<file path="src/rtl/mpc_rd_engine.sv">
// mpc_rd_engine: issues sequential SRAM port-B reads per command and streams the words
// through a 2-entry credit-managed buffer with last/done signalling.
module mpc_rd_engine #(
  parameter int DWIDTH    = 32,
  parameter int NRAMWIDHT = 5,
  parameter int AWIDTH    = 13,
  parameter int LWIDTH    = 8
) (
  input  logic                        clk_in,
  input  logic                        rst_n_in,
  input  logic                        cmd_valid_in,
  output logic                        cmd_ready_out,
  input  logic [NRAMWIDHT+AWIDTH-1:0] cmd_addr_in,
  input  logic [LWIDTH-1:0]           cmd_len_in,
  output logic                        sram_en_out,
  output logic                        sram_we_out,
  output logic [NRAMWIDHT+AWIDTH-1:0] sram_addr_out,
  input  logic [DWIDTH-1:0]           sram_d_in,
  output logic                        rd_valid_out,
  input  logic                        rd_ready_in,
  output logic [DWIDTH-1:0]           rd_data_out,
  output logic                        rd_last_out,
  output logic                        done_out,
  output logic                        busy_out
);
  localparam int AW = NRAMWIDHT + AWIDTH;
  typedef enum logic [1:0] {IDLE, ISSUE, DRAIN} state_t;
  state_t state, state_nxt;
  logic [AW-1:0] next_addr, addr_hold;
  logic [LWIDTH-1:0] remaining;
  logic inflight, inflight_last, zero_done;
  logic [DWIDTH-1:0] buf_data [2];
  logic [1:0] buf_last;
  logic wr_ptr, rd_ptr;
  logic [1:0] occ;
  logic accept, issue, pop, final_issue;
  assign cmd_ready_out = state == IDLE;
  assign busy_out      = state != IDLE;
  assign rd_valid_out  = occ != 2'd0;
  assign rd_data_out   = buf_data[rd_ptr];
  assign rd_last_out   = buf_last[rd_ptr];
  assign sram_en_out   = issue;
  assign sram_we_out   = 1'b0;
  assign sram_addr_out = issue ? next_addr : addr_hold;
  assign done_out      = zero_done | (state == DRAIN & pop & rd_last_out);
  // A pop in the same cycle frees a credit, so issue keeps full rate under steady ready.
  always_comb begin
    accept      = cmd_valid_in & cmd_ready_out;
    pop         = rd_valid_out & rd_ready_in;
    issue       = state == ISSUE && ({1'b0, occ} + {2'b0, inflight} < 3'd2 + {2'b0, pop});
    final_issue = issue && remaining == LWIDTH'(1);
    state_nxt   = (accept && cmd_len_in != '0) ? ISSUE :
                  final_issue                  ? DRAIN :
                  (state == DRAIN && pop && rd_last_out) ? IDLE : state;
  end
  always_ff @(posedge clk_in or negedge rst_n_in) begin
    if (!rst_n_in) begin
      state         <= IDLE;
      next_addr     <= '0;
      addr_hold     <= '0;
      remaining     <= '0;
      inflight      <= 1'b0;
      inflight_last <= 1'b0;
      zero_done     <= 1'b0;
    end else begin
      state         <= state_nxt;
      inflight      <= issue;
      inflight_last <= final_issue;
      zero_done     <= accept && cmd_len_in == '0;
      if (accept) begin
        next_addr <= cmd_addr_in;
        remaining <= cmd_len_in;
      end else if (issue) begin
        next_addr <= next_addr + AW'(1);
        remaining <= remaining - LWIDTH'(1);
      end
      if (issue) addr_hold <= next_addr;
    end
  end
  // Read data returns one cycle after issue; capture it tagged with its last flag.
  always_ff @(posedge clk_in or negedge rst_n_in) begin
    if (!rst_n_in) begin
      buf_data[0] <= '0;
      buf_data[1] <= '0;
      buf_last    <= '0;
      wr_ptr      <= 1'b0;
      rd_ptr      <= 1'b0;
      occ         <= '0;
    end else begin
      if (inflight) begin
        buf_data[wr_ptr] <= sram_d_in;
        buf_last[wr_ptr] <= inflight_last;
        wr_ptr           <= ~wr_ptr;
      end
      if (pop) rd_ptr <= ~rd_ptr;
      occ <= occ + {1'b0, inflight} - {1'b0, pop};
    end
  end
endmodule

</file>
<file path="config.mk">
export PLATFORM = sky130hd
export DESIGN_NAME = mpc_rd_engine
export DESIGN_NICKNAME = d
export VERILOG_FILES = /design/src/rtl/mpc_rd_engine.sv
export SDC_FILE = /design/constraint.sdc
export NUM_CORES = 1
export LEC_CHECK = 0
export CORE_MARGIN = 2
export CORE_UTILIZATION = 46
export CTS_BUF_LIST = sky130_fd_sc_hd__clkbuf_16
export DETAILED_ROUTE_END_ITERATION = 8
export GPL_TIMING_DRIVEN = 0
export PLACE_DENSITY = 0.85
export REMOVE_ABC_BUFFERS = 1
export SYNTH_ARGS = -nofsm -noshare
export SYNTH_HDL_FRONTEND = slang
export SYNTH_SLANG_ARGS = --single-unit
export TNS_END_PERCENT = 5
</file>
<file path="constraint.sdc">
create_clock -name clk_in -period 2.15 [get_ports clk_in]
set_input_delay 0.5375 -clock clk_in [delete_from_list [all_inputs] [get_ports clk_in]]
set_output_delay 0.5375 -clock clk_in [all_outputs]
set_load 0.02 [all_outputs]
</file>
**Run 1: I/O pins on the die edge**

Pins as bars across the die edge, other pins in gray.
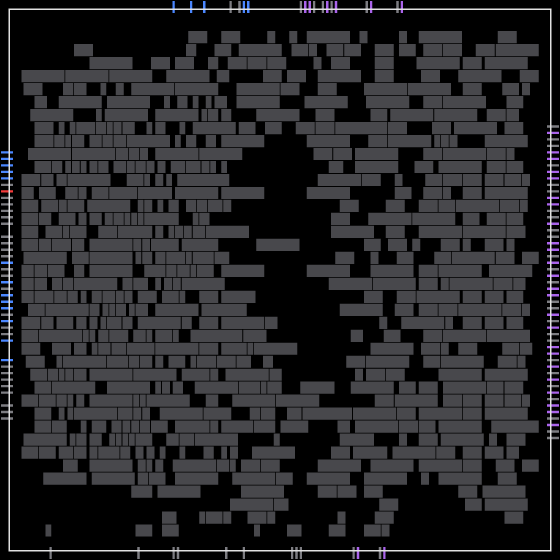
Key: blue = sram_addr_out [pins 18, direction output, edge 13 left, 5 top]; red = sram_en_out [pins 1, direction output, edge left]; purple = sram_d_in [pins 32, direction input, edge 24 right, 6 top, 2 bottom]
Chip Height: 113 µm
I/O Buffers: 117
Die W: 113 µm

**Run 1: logic cells by family**

The bar under the picture is 20 µm long.
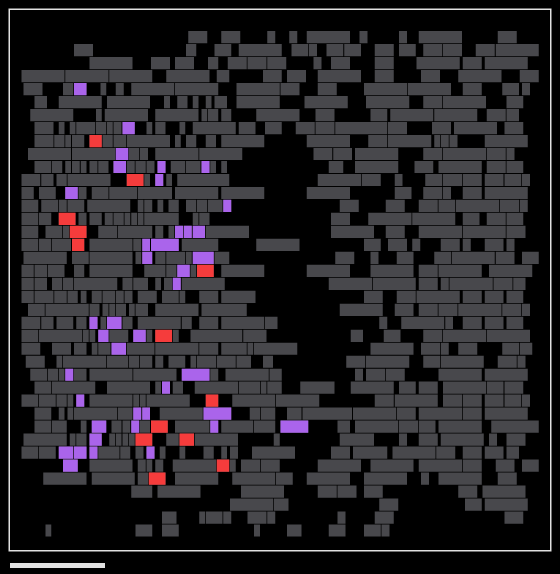
Key: red = AND-OR and OR-AND gates [cells 13]; purple = inverting AOI/OAI gates [cells 40]
Final Non-Filler Cells: 767
logic share of the area: 33.4%
most numerous logic cell after layout: dfrtp_1

==> flow_summary.toml, run 1 <==
# implementation run metrics
[worst_setup_path]
path_buffers = 3
cpPeakStageDelay_ps = 420
end_kind = "primary output"
criticalPathCategory = "flop to primary output"
worstPathMaxFanout = 7
cp-start-kind = "flop"
startpoint = "inflight"
critPathRequiredTime_ps = 1610
path_delay_family = "simple AND/OR/NAND/NOR gates"
r2r_start = "inflight"
arrival_ps = 2040
crit_slowest_cell = "dfrtp_2"

[logic_synthesis]
synth_flops = 119
xor_share_pct = 1.60
yosys_most_used_dff = "dfrtp_1"
ys_cells = 466
synthTopCellsByArea = "dfrtp_1 54%, mux2_2 20%, nand2_1 4.7%"
top_area_cell = "dfrtp_1"
ys_sh_aoi_pct = 6.78
syn_area_um2 = 5480
async_reset_ff_share_pct = 100
simple_gate_share_pct = 12.0
yosysChipArea_um2 = 5480
ys_top_cells_by_count = "119 x dfrtp_1, 98 x mux2_2, 68 x nand2_1, 17 x nor2_1, 15 x nand3_1"
edf_count = 0
syn_inst = 466
logic_family = "multiplexers"
ys_types = 50
synthDominantCellAreaShare_pct = 54.4
synthMuxAreaShare_pct = 20.5
synth_seq_share_pct = 54.4

[grt]
overflow = 0
antenna_found_initial = 0
top_usage_layer = "met2"
grt_pass1_wl_mm = 23.1
grt_max_degree = 66
grt_pass1_vias = 4552
use_met1_pct = 28.7
grtUsageMet2_pct = 38.2

[detailed_routing]
top_layer_used = "met4"
routedLengthMet1_mm = 5.70
drt-initial-drc-count = 327
remaining_drc_errors = 12
met2WireLength_mm = 6.94
drt-vias-per-instance = 5.74
ant_nets = 0

[placed_design]
dp.cells = 703
place_hpwl_mm = 8.32
placed_cell_area_um2 = 6770
dp_slack_ps = -2190
place_congestion = 0.841

[final_layout]
buf_share_pct = 17.2
fill_cells = 816
clock_tree_area_fraction_pct = 7.28
n_clock_buffer = 17
reg_top3 = "buf_data x64, addr_hold x18, next_addr x18"
ff_count = 119
mi_logic_area_um2 = 2590
nMultiInputCombCells = 312
n_antenna_cell = 0
drive_gt1_share_pct = 42.9
top_area_cell_class = "registers"
largest_reg_flops = 64
buffers = 146

[clock_network]
clkSinkCount = 119
cts_max_path_buffers = 2
holdBufCountCts = 0
clk_latency_ps = 410

[floorplan]
rows = 39
fp_util_pct = 47.6
core_area_um2 = 11500
io_pins = 119

[final_timing]
layout_setup_ws_ps = -431
tns_ps = -8800
setup_viol = 33
hold_ws_ps = 85.7
rsz0062_at_grt = "true"
tightest_slew_ps = 863
fmax_mhz = 387
fin_crit_sh_pct = 120

[power_and_ir_drop]
power.ir.vdd_worst_mv = 0.481

[outcome]
status = "finished with violations"
violations = "DRC, setup timing"

[min_path]
holdCritPathClass = "input pin to async pin"
**Run 1: metal layers overlaid**

Two of the layers only.
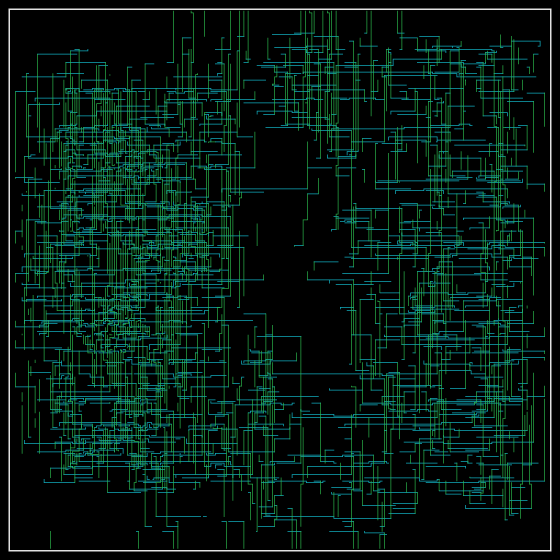
Key: green = metal 2 [wire length 6940 µm]; cyan = metal 1 [wire length 5700 µm]
wire per inst: 18.8 µm
GRT Total Usage: 23.2%
final WL: 14.4 mm
vias post-DR: 4406

**Run 1: where the registers sit**

The bar under the picture is 20 µm long.
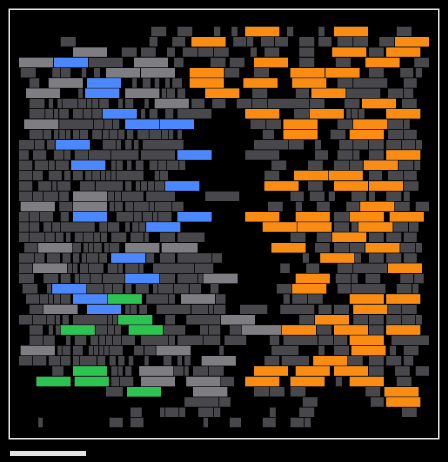
Key: green = remaining [flops 8, where bottom left]; orange = buf_data [flops 64]; blue = next_addr [flops 18]
sequential cell area share: 38.4%
fin util: 67.5%
register area: 2980 µm²

[run 1: worst paths after layout]
| check | endpoint | slack [ps] | depth (start not counted) |
|---|---|---|---|
| max in group asynchronous | next_addr[8] | 1380 | 2 |
| min reg2reg | addr_hold[12] | 490 | 2 |
| max | sram_addr_out[16] | -430 | 9 |
| min in group clk_in | addr_hold[12] | 490 | 2 |
| min | buf_data[17] | 90 | 1 |
| max reg2reg | addr_hold[5] | -380 | 16 |
[run 1: placed cells by master, fill, tap and decap left out, types with 4 or more instances in the layout]
cell / synthesis / final
clkinvlp_4: 0 / 4
o21ai_4: 0 / 4
mux2_2: 98 / 98
nand2_8: 0 / 4
nor3_1: 8 / 8
a21oi_1: 6 / 6
a221o_1: 8 / 8
nand2_1: 68 / 37
buf_4: 1 / 24
buf_6: 1 / 23
o21ai_0: 13 / 8
and3_1: 6 / 6
ha_1: 7 / 5
buf_12: 0 / 4
dfrtp_1: 119 / 117
o211ai_1: 4 / 4
inv_1: 12 / 13
nor2_1: 17 / 17
xnor2_1: 4 / 4
clkinv_2: 0 / 5
clkbuf_16: 0 / 17
clkdlybuf4s50_1: 0 / 60
nand2_2: 1 / 26
o21ai_1: 2 / 4
nand3_1: 15 / 14
xor2_1: 6 / 6
nor4_1: 4 / 4
buf_2: 11 / 29
nand4_1: 6 / 6
nand2_4: 0 / 5
[run 1: report_power, final]
group	switching, W	internal (W)
clock	0.00103	0.00168
combinational	0.000824	0.000767
sequential	0.0000729	0.00231
total	0.00193	0.00476
[run 1: timing repair]
action / CTS / global route
pin swaps: 11 / 7
setup endpoints to repair: 99 / 43
buffers inserted: 27 / 0
gates resized: 316 / 12
cloned: 5 / 0
endpoints found under the hold margin: 0 / 0
--- run 2 (diff from run 1) ---
--- a/config.mk
+++ b/config.mk
@@ -5,6 +5,7 @@
 export SDC_FILE = /design/constraint.sdc
 export NUM_CORES = 1
 export LEC_CHECK = 0
+export CORE_ASPECT_RATIO = 2
 export CORE_MARGIN = 2
 export CORE_UTILIZATION = 46
 export CTS_BUF_LIST = sky130_fd_sc_hd__clkbuf_16
@@ -15,4 +16,4 @@
 export SYNTH_ARGS = -nofsm -noshare
 export SYNTH_HDL_FRONTEND = slang
 export SYNTH_SLANG_ARGS = --single-unit
-export TNS_END_PERCENT = 5
+export TNS_END_PERCENT = 20
**Run 2: clock routing**

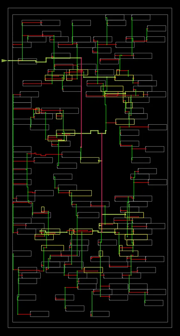
clk_buf instances: 17
flop count: 119
insertion delay at the late pin of the worst-skew pair: 410 ps
Clock Skews: 11.3 ps
Clk. pwr: 0.00294 W

==> flow_summary.toml, run 2 <==
# implementation run metrics
[logic_synthesis]
top_area_cell = "dfrtp_1"
yosysChipArea_um2 = 5480
synth_flops = 119
synthMuxAreaShare_pct = 20.5
ys_cells = 466
synth_seq_share_pct = 54.4
async_reset_ff_share_pct = 100
logic_family = "multiplexers"
simple_gate_share_pct = 12.0
yosys_most_used_dff = "dfrtp_1"
synth_warnings = 0
synthTopCellsByArea = "dfrtp_1 54%, mux2_2 20%, nand2_1 4.7%"
synthDominantCellAreaShare_pct = 54.4
ys_sh_aoi_pct = 6.78
ys_top_cells_by_count = "119 x dfrtp_1, 98 x mux2_2, 68 x nand2_1, 17 x nor2_1, 15 x nand3_1"
syn_inst = 466
syn_area_um2 = 5480
ys_types = 50

[run]
warnings = 28

[grt]
grt_use_total_pct = 25.2
grt_pass1_vias = 4877
top_usage_layer = "met2"
grt_max_degree = 62
grt_pass1_wl_mm = 24.2
overflow = 0
grtUsageMet2_pct = 46.1
antenna_found_initial = 0

[placed_design]
place_congestion = 0.922
dp.cells = 705
place_hpwl_mm = 9.07
dp_slack_ps = -2130

[detailed_routing]
drt-vias-per-instance = 5.84
drt-initial-drc-count = 202
remaining_drc_errors = 0
num_vias = 4494
met2WireLength_mm = 9.15
ant_nets = 0
top_layer_used = "met4"
routedWlPerCell_um = 20.8
wl_mm = 16.0
routedLengthMet1_mm = 5.13

[final_timing]
fin_crit_sh_pct = 123
hold_ws_ps = 90.6
tightest_slew_ps = 872
setup_viol = 33
tns_ps = -9140
layout_setup_ws_ps = -484
rsz0062_at_grt = "true"
fmax_mhz = 380

[final_layout]
fin_cells = 769
reg_top3 = "buf_data x64, addr_hold x18, next_addr x18"
utilization_pct = 68.1
n_antenna_cell = 0
drive_gt1_share_pct = 43.8
largest_reg_flops = 64
layout_top_cell = "dfrtp_1"
lay_top_cells = "117 x dfrtp_1, 98 x mux2_2, 59 x clkdlybuf4s50_1, 34 x nand2_1, 30 x buf_2"
nNetsFinal = 680

[outcome]
violations = "setup timing"
status = "finished with violations"

[worst_setup_path]
critPathRequiredTime_ps = 1610
arrival_ps = 2100
path_depth = 9
criticalPathCategory = "flop to primary output"
path_delay_family = "adder cells"
crit_path_end = "sram_addr_out[3]"
path_buffers = 3
crit_slowest_cell = "dfrtp_1"
worst-r2r-setup-slack_ps = -250
cp-start-kind = "flop"
worstRegToRegCells = 10
worstPathMaxFanout = 7

[power_and_ir_drop]
p_int_w = 0.00509
power.ir.vdd_worst_mv = 0.794
pwr-share-seq_pct = 33.8
switching_power_w = 0.00196
pwr-share-clk_pct = 41.6
switching_share_pct = 27.8
combPwrFrac_pct = 24.5

[floorplan]
core_area_um2 = 11700
rows = 56
die_x_um = 81.2
die_h_um = 158
fp_util_pct = 46.8

[clock_network]
holdBufCountCts = 0
cts_max_path_buffers = 2

[min_path]
holdCritPathClass = "input pin to async pin"
-- run 2: cell counts after synthesis --
Identical to the previous run, type by type.
-- run 2: final cells by class --
type                            count  area (µm²)
Tap cell                          145         181
Fill cell                         828        3730
Timing Repair Buffer              146        1410
Sequential cell                   119        2980
Clock inverter                     15         186
Timing Repair inverter              2        32.5
Clock buffer                       17         425
Multi-Input combinational cell    312        2680
Inverter                           13        75.1
-- run 2: worst min path at each step --
stage | from | to | slack [ps]
6_report | rst_n_in | addr_hold[13] | 90
5_1_grt | rst_n_in | addr_hold[16] | 120
4_1_cts | rst_n_in | addr_hold[13] | 110
3_5_place_dp | addr_hold[13] | addr_hold[13] | 460
3_3_place_gp | addr_hold[3] | addr_hold[3] | 450
2_1_floorplan | rst_n_in | addr_hold[0] | 240
-- run 2: power by group through the flow --
| stage | clock, W | sequential, W | combinational, W |
|---|---|---|---|
| floorplan | 0 | 0.00246 | 0.000684 |
| global placement | 0 | 0.00251 | 0.00126 |
| detailed placement | 0 | 0.00252 | 0.00127 |
| CTS | 0.00297 | 0.00239 | 0.00172 |
| global route | 0.00310 | 0.00239 | 0.00183 |
| finish | 0.00294 | 0.00239 | 0.00173 |
-- run 2: what timing repair did --
| action | CTS | global route |
|---|---|---|
| setup endpoints to repair | 99 | 58 |
| cloned | 5 | 0 |
| gates resized | 314 | 37 |
| setup buffers | 24 | 3 |
| endpoints found under the hold margin | 0 | 0 |
| pin swaps | 18 | 13 |
-- run 2: stage by stage --
step	cell area [µm²]	total power (W)
floorplan	5360	0.00314
global placement	6710	0.00377
detailed placement	6770	0.00379
CTS	7930	0.00707
global route	7970	0.00732
finish	7970	0.00706
--- run 3 (diff from run 2) ---
--- a/config.mk
+++ b/config.mk
@@ -5,14 +5,18 @@
 export SDC_FILE = /design/constraint.sdc
 export NUM_CORES = 1
 export LEC_CHECK = 0
+export CELL_PAD_IN_SITES_DETAIL_PLACEMENT = 2
+export CELL_PAD_IN_SITES_GLOBAL_PLACEMENT = 2
 export CORE_ASPECT_RATIO = 2
 export CORE_MARGIN = 2
-export CORE_UTILIZATION = 46
+export CORE_UTILIZATION = 30
 export CTS_BUF_LIST = sky130_fd_sc_hd__clkbuf_16
 export DETAILED_ROUTE_END_ITERATION = 8
 export GPL_TIMING_DRIVEN = 0
 export PLACE_DENSITY = 0.85
+export RECOVER_POWER = 100
 export REMOVE_ABC_BUFFERS = 1
+export SKIP_LAST_GASP = 1
 export SYNTH_ARGS = -nofsm -noshare
 export SYNTH_HDL_FRONTEND = slang
 export SYNTH_SLANG_ARGS = --single-unit
**Run 3: logic cells by family**

The bar under the picture is 20 µm long.
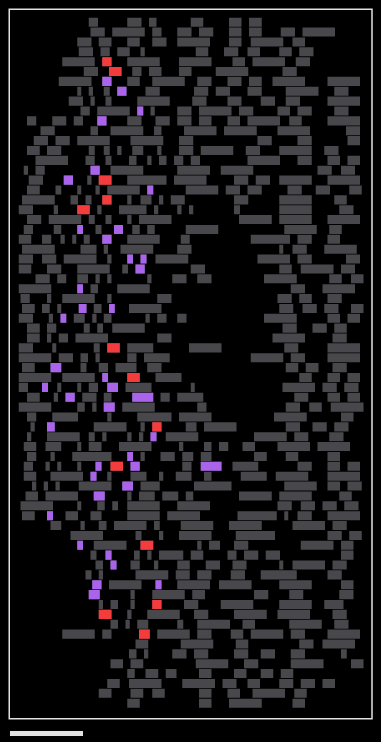
Key: red = AND-OR and OR-AND gates [cells 13]; purple = inverting AOI/OAI gates [cells 40]
Final Non-Filler Cells: 846
logic share of the area: 32.3%

==> flow_summary.toml, run 3 <==
# implementation run metrics
[outcome]
status = "finished with violations"
violations = "setup timing"

[final_layout]
reg_top3 = "buf_data x64, addr_hold x18, next_addr x18"
n_antenna_cell = 0
final_area_um2 = 8130
lay_top_cells = "117 x dfrtp_1, 96 x mux2_2, 96 x clkdlybuf4s50_1, 39 x nand2_1, 30 x buf_4"
utilization_pct = 44.8

[grt]
grt_use_total_pct = 19.8
grt_pass1_vias = 5271
top_usage_layer = "met2"
grtUsageMet2_pct = 39.0
overflow = 0
grt_max_degree = 91

[final_timing]
tightest_slew_ps = 1030
fin_worst_skew_ps = 12.0
fin_crit_sh_pct = 123
setup_viol = 67
fmax_mhz = 379
rsz0062_at_grt = "true"
hold_ws_ps = 481
layout_setup_ws_ps = -486

[logic_synthesis]
synthDominantCellAreaShare_pct = 54.4
top_area_cell = "dfrtp_1"
ys_cells = 466
yosysChipArea_um2 = 5480
synth_seq_share_pct = 54.4
ys_top_cells_by_count = "119 x dfrtp_1, 98 x mux2_2, 68 x nand2_1, 17 x nor2_1, 15 x nand3_1"
syn_area_um2 = 5480
yosys_most_used_dff = "dfrtp_1"
synth_warnings = 0
async_reset_ff_share_pct = 100
syn_inst = 466

[detailed_routing]
routedWlPerCell_um = 21.6
num_vias = 4423
ant_nets = 0
routedLengthMet1_mm = 6.23
drt-initial-drc-count = 93
remaining_drc_errors = 0

[power_and_ir_drop]
power.ir.vdd_worst_mv = 0.423

[worst_setup_path]
worst-r2r-setup-slack_ps = -390
cp-start-kind = "flop"
worstPathMaxFanout = 7
criticalPathCategory = "flop to primary output"

[floorplan]
die_h_um = 195
fp_util_pct = 30.2
core_area_um2 = 18100
die_x_um = 99.6
rows = 70

[placed_design]
dp_slack_ps = -2540
place_congestion = 0.767
dp.cells = 776

[clock_network]
cts_max_path_buffers = 2
clk_latency_ps = 420
[run 3: timing repair]
action                     CTS  global route
gates cloned                 3             0
setup endpoints to repair  102            72
hold endpoints to repair    14             0
hold buffers                 1             0
pin swaps                   20             7
buffers inserted            33             7
resized                    167            21
[run 3: critical path, cell delays in order, from the launching register on]
cell and delay [ps]:
dfrtp_2 430, ha_4 170, ha_4 160, nor3b_4 170
buf_6 180, nand2_8 110, buf_12 170, nand2_4 70
nand2_2 60, buf_6 130
[run 3: power by group]
part	switching, W	internal (W)
Clock	0.00105	0.00190
Combinational	0.000824	0.000967
Sequential	0.0000776	0.00231
[run 3: cell type report]
class	instances	area, µm²	area share (%)
tap	216	270	3.32
timing repair inverter	1	16.3	0.200
clock inverter	15	169	2.08
timing repair buffer	154	1570	19.3
sequential	119	2980	36.7
inverter	13	75.1	0.923
clock buffer	17	425	5.23
multi-input combinational	311	2620	32.3
[run 3: cells by family after synthesis]
| logic type | Yosys count | share of synthesized area (%) |
|---|---|---|
| AOI/OAI and AO/OA | 53 | 6.78 |
| xor gates and xnor gates | 10 | 1.60 |
| adders and majority gates | 7 | 1.60 |
| buffers and inverters | 38 | 3.06 |
| DFF | 119 | 54.4 |
| muxes | 100 | 20.5 |
| other | 1 | 0.0684 |
| and+or+nand+nor | 138 | 12.0 |
[run 3: worst min-delay path by stage]
stage | start | end | cells past startpoint
after floorplan | rst_n_in | addr_hold[0] | 0
after global placement | addr_hold[16] | addr_hold[16] | 2
after detailed placement | rst_n_in | buf_data[21] | 1
after CTS | addr_hold[1] | addr_hold[1] | 2
after global routing | buf_data[5] | buf_data[5] | 1
final | addr_hold[0] | addr_hold[0] | 2
No activity file was given, so power comes from the tool's default toggle rates.
